==> config.mk <==
export PLATFORM = sky130hd
export DESIGN_NAME = si_upscaler_dequant_seq_flat
export DESIGN_NICKNAME = d
export VERILOG_FILES = /design/src/rtl/si_upscaler_dequant_seq_if.sv /design/src/rtl/si_upscaler_dequant_seq.sv /design/src/flat_wrapper.sv
export SDC_FILE = /design/constraint.sdc
export NUM_CORES = 1
export LEC_CHECK = 0
export CORE_MARGIN = 10
export CORE_UTILIZATION = 62
export CTS_CLUSTER_DIAMETER = 30
export DETAILED_ROUTE_END_ITERATION = 8
export DONT_BUFFER_PORTS = 1
export PLACE_DENSITY = 0.78
export SKIP_CTS_REPAIR_TIMING = 1
export SYNTH_ARGS = -nofsm -noshare
export SYNTH_HDL_FRONTEND = slang
export SYNTH_SLANG_ARGS = --single-unit
==> constraint.sdc <==
create_clock -name clk -period 3.4 [get_ports clk]
set_input_delay 0.68 -clock clk [delete_from_list [all_inputs] [get_ports clk]]
set_output_delay 0.68 -clock clk [all_outputs]
set_load 0.03 [all_outputs]
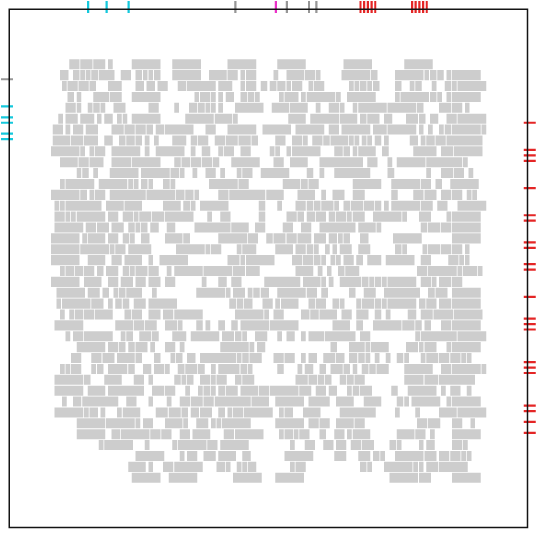
Fig. 1. Ports around the boundary (run 1).
(4 px per um) Pins as bars across the die edge, other pins in gray.
port	color	pins	direction	edge
bus_in	cyan	8	input	5 west, 3 north
bus_out	red	32	output	22 east, 10 north
bus_out_ready	magenta	1	input	north
all pins by edge	22 east, 18 north, 6 west
die span in x: 129 um
I/O Buffers: 0

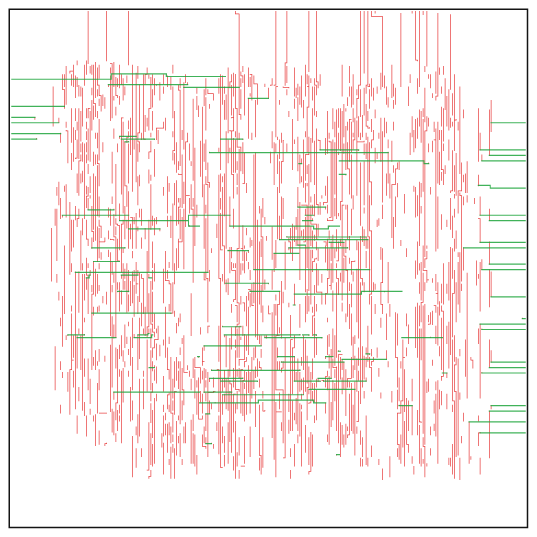
Fig. 2. Metal layers overlaid (run 1).
(4 px per um) Two of the layers only.
layer	color	wire length
metal 2	red	8320 um
metal 3	green	1070 um
DR vias: 6446
Routed WL: 17.6 mm
wire per inst: 17.1 um

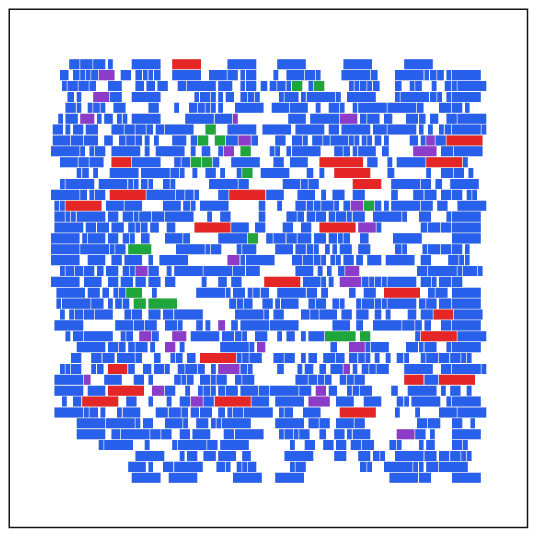
Fig. 3. Cells by drive strength (run 1).
(4 px per um)
size	color	cells	share
_3 and _4 cells	green	17	1.9%
_0 and _1 cells	blue	817	92%
_2 cells	purple	29	3.3%
_6 and larger	red	24	2.7%
cell area after layout: 0.00803 mm^2
final worst setup slack: 552 ps
number of non-clock buffers: 13

==> metrics.csv <==
stage,metric,value,unit
timing,final_hold_viol_count,0,
worst_hold_path,min_path_type,primary input to flop,
global_routing,grt_pass1_vias,6195,
timing,hold_slack,368,ps
power,power_density,730,mW/mm^2
clocking,cts.sinks,128,
power,ir_worst_vdd,521,uV
cells_and_area,nNetsFinal,935,
worst_hold_path,hold_depth,1,
route,ant_nets,0,
cells_and_area,antennaDiodeCount,0,
clocking,cts_root_buf,clkbuf_16,
cells_and_area,inverters_excl_clock,27,
cells_and_area,num-multi-input-gates,687,
global_routing,grt_start_max_net_pins,60,
timing,slew-limit-headroom,0.472,
route,viasPerCell,6.26,
timing,slew_violations,0,
logic_synthesis,netlist_area,0.00739,mm^2
clocking,cts_buffers,17,
cells_and_area,utilization,0.694,
logic_synthesis,synth_cells,893,
die,dieArea,0.0167,mm^2
setup_path,cp-end-kind,flop,
cells_and_area,mi_logic_area,0.00451,mm^2
global_routing,antenna_found_initial,0,
cells_and_area,seq_area,0.00256,mm^2
cells_and_area,fillers,949,
timing,fin_crit_sh,0.838,
cells_and_area,seq_share,0.319,
placed_design,place_congestion,0.979,
logic_synthesis,ff_type,dfxtp_1,
clocking,cts_tree,built,
die,tap_cells,143,
setup_path,startpoint_type,flop,
logic_synthesis,ys_chip_area,0.00739,mm^2
setup_path,crit_type,flop to flop,
cells_and_area,top_area_cell_class,multi-input combinational cells,
route,drc,0,
placed_design,placed_area,0.00747,mm^2
setup_path,cp_max_fo,8,
run,drv_cap,0,
clocking,cts_max_level,4,
power,power.leakage,0.00330,uW
setup_path,r2r_setup_slack,550,ps
logic_synthesis,synth-edff-count,0,
die,fp.coreArea,0.0116,mm^2
power,fin_total_pwr,5860,uW
cells_and_area,area_growth,8.65,%
global_routing,grt_usage,0.215,
run,warning_count,30,
die,core.rowCount,39,
timing,fin_worst_skew,9.48,ps
timing,setup_tns,0,ps
setup_path,rr_worst_depth,9,
logic_synthesis,post-synth-top-area-cell,dfxtp_1,
timing,tightest_slew,791,ps
timing,fmax,351,MHz
logic_synthesis,synth_top_area_share,0.347,
logic_synthesis,area_leaders,"dfxtp_1 (35%), ha_1 (8.1%), nor2_1 (6.1%), a21oi_1 (4.5%), nand2_1 (4.1%)",
die,fp_util,0.639,
setup_path,crit_required,3710,ps
cells_and_area,comb_area_frac,0.561,
timing,setup_viol,0,
cells_and_area,flops,128,
timing,rsz0062_at_grt,no,
cells_and_area,nClkBuffers,27,
logic_synthesis,avgSynthCellArea,8.28,um^2
global_routing,grt_pass1_wl,29.7,mm
cells_and_area,layout-drive-gt1-share,0.0789,
logic_synthesis,ys_cells,893,
logic_synthesis,synth-async-reset-ratio,0,
logic_synthesis,yosys_warnings,0,
logic_synthesis,synth_cell_types,87,
timing,min_period,2850,ps
route,drtIter0Drc,453,
logic_synthesis,fp_nets,954,
cells_and_area,buffer_area_frac,0.0153,
cells_and_area,layout.cells.most_common,dfxtp_1,
logic_synthesis,synth_flops,128,
clocking,path_clk_slew,60,ps
route,dr.pass1.iters,5,
placed_design,hpwl,12.7,mm
clocking,clockBufferDepth,2,
cells_and_area,mostFrequentLayoutCells,"dfxtp_1 (128), nor2_1 (120), nand2_1 (81)",
run_status,outcome,"finished, final reports clean",
cells_and_area,clkCellAreaFrac,0.0692,
clocking,clock_latency,420,ps
die,boundaryPins,46,
setup_path,worstPathArrival,3160,ps
global_routing,grt-ovfl-total,0,
logic_synthesis,yosysSeqAreaShare,0.347,
## run 1: layer usage
| metal | share of wire | global-route usage | vias to the layer above |
|---|---|---|---|
| met4 | 0.016 | 0.0689 | 0 |
| met2 | 0.47 | 0.361 | 173 |
| met1 | 0.45 | 0.264 | 3043 |
| li1 | - | - | 3205 |
| met5 | 0 | 0 | - |
| met3 | 0.061 | 0.0542 | 25 |
## run 1: critical path, cell delays in order, from the launching register on
cell	delay [ps]
dfxtp_1	360
ha_1	460
nand2_1	110
nor3_1	410
nand4_1	210
a211o_1	360
a211oi_1	380
or4_1	200
and2_1	150
o211ai_2	90
## run 1: cell families (layout without fill, tap and decap cells)
kind of cell | Yosys count | in the layout | share of synthesized area
adder cells (fa/ha/maj) | 49 | 49 | 0.0840
buffers and inverters | 78 | 72 | 0.0437
flip-flops | 128 | 128 | 0.347
multiplexers | 8 | 8 | 0.0112
AND/OR/NAND/NOR | 289 | 289 | 0.180
AND-OR/OR-AND | 287 | 287 | 0.271
XOR/XNOR | 54 | 54 | 0.0640
## run 1: power breakdown
part	leakage (uW)	internal (uW)	switching [uW]
Combinational	0.00199	683	1270
Sequential	0.00104	1790	423
Clock	0.000271	1080	622
## run 1: cells in the mapped netlist, types with 6 or more instances
cell type	number
inv_1	26
o21bai_1	6
ha_1	48
and3_1	6
dfxtp_1	128
o31ai_1	9
and2_1	8
o211ai_1	9
mux2i_1	6
nand2_1	81
o21ai_0	35
a211oi_1	26
nor2_1	120
nand4_1	7
nand3_1	21
a21oi_1	66
a22oi_1	40
clkbuf_1	42
o22ai_1	15
xnor2_1	25
xor2_1	29
a21o_1	28
## run 1: stage by stage
step | cells | setup slack, ps
floorplan | 893 | 835
global placement | 998 | 700
detailed placement | 998 | 602
CTS | 1030 | 585
global route | 1030 | 367
finish | 1030 | 552
No activity file was given, so power comes from the tool's default toggle rates.
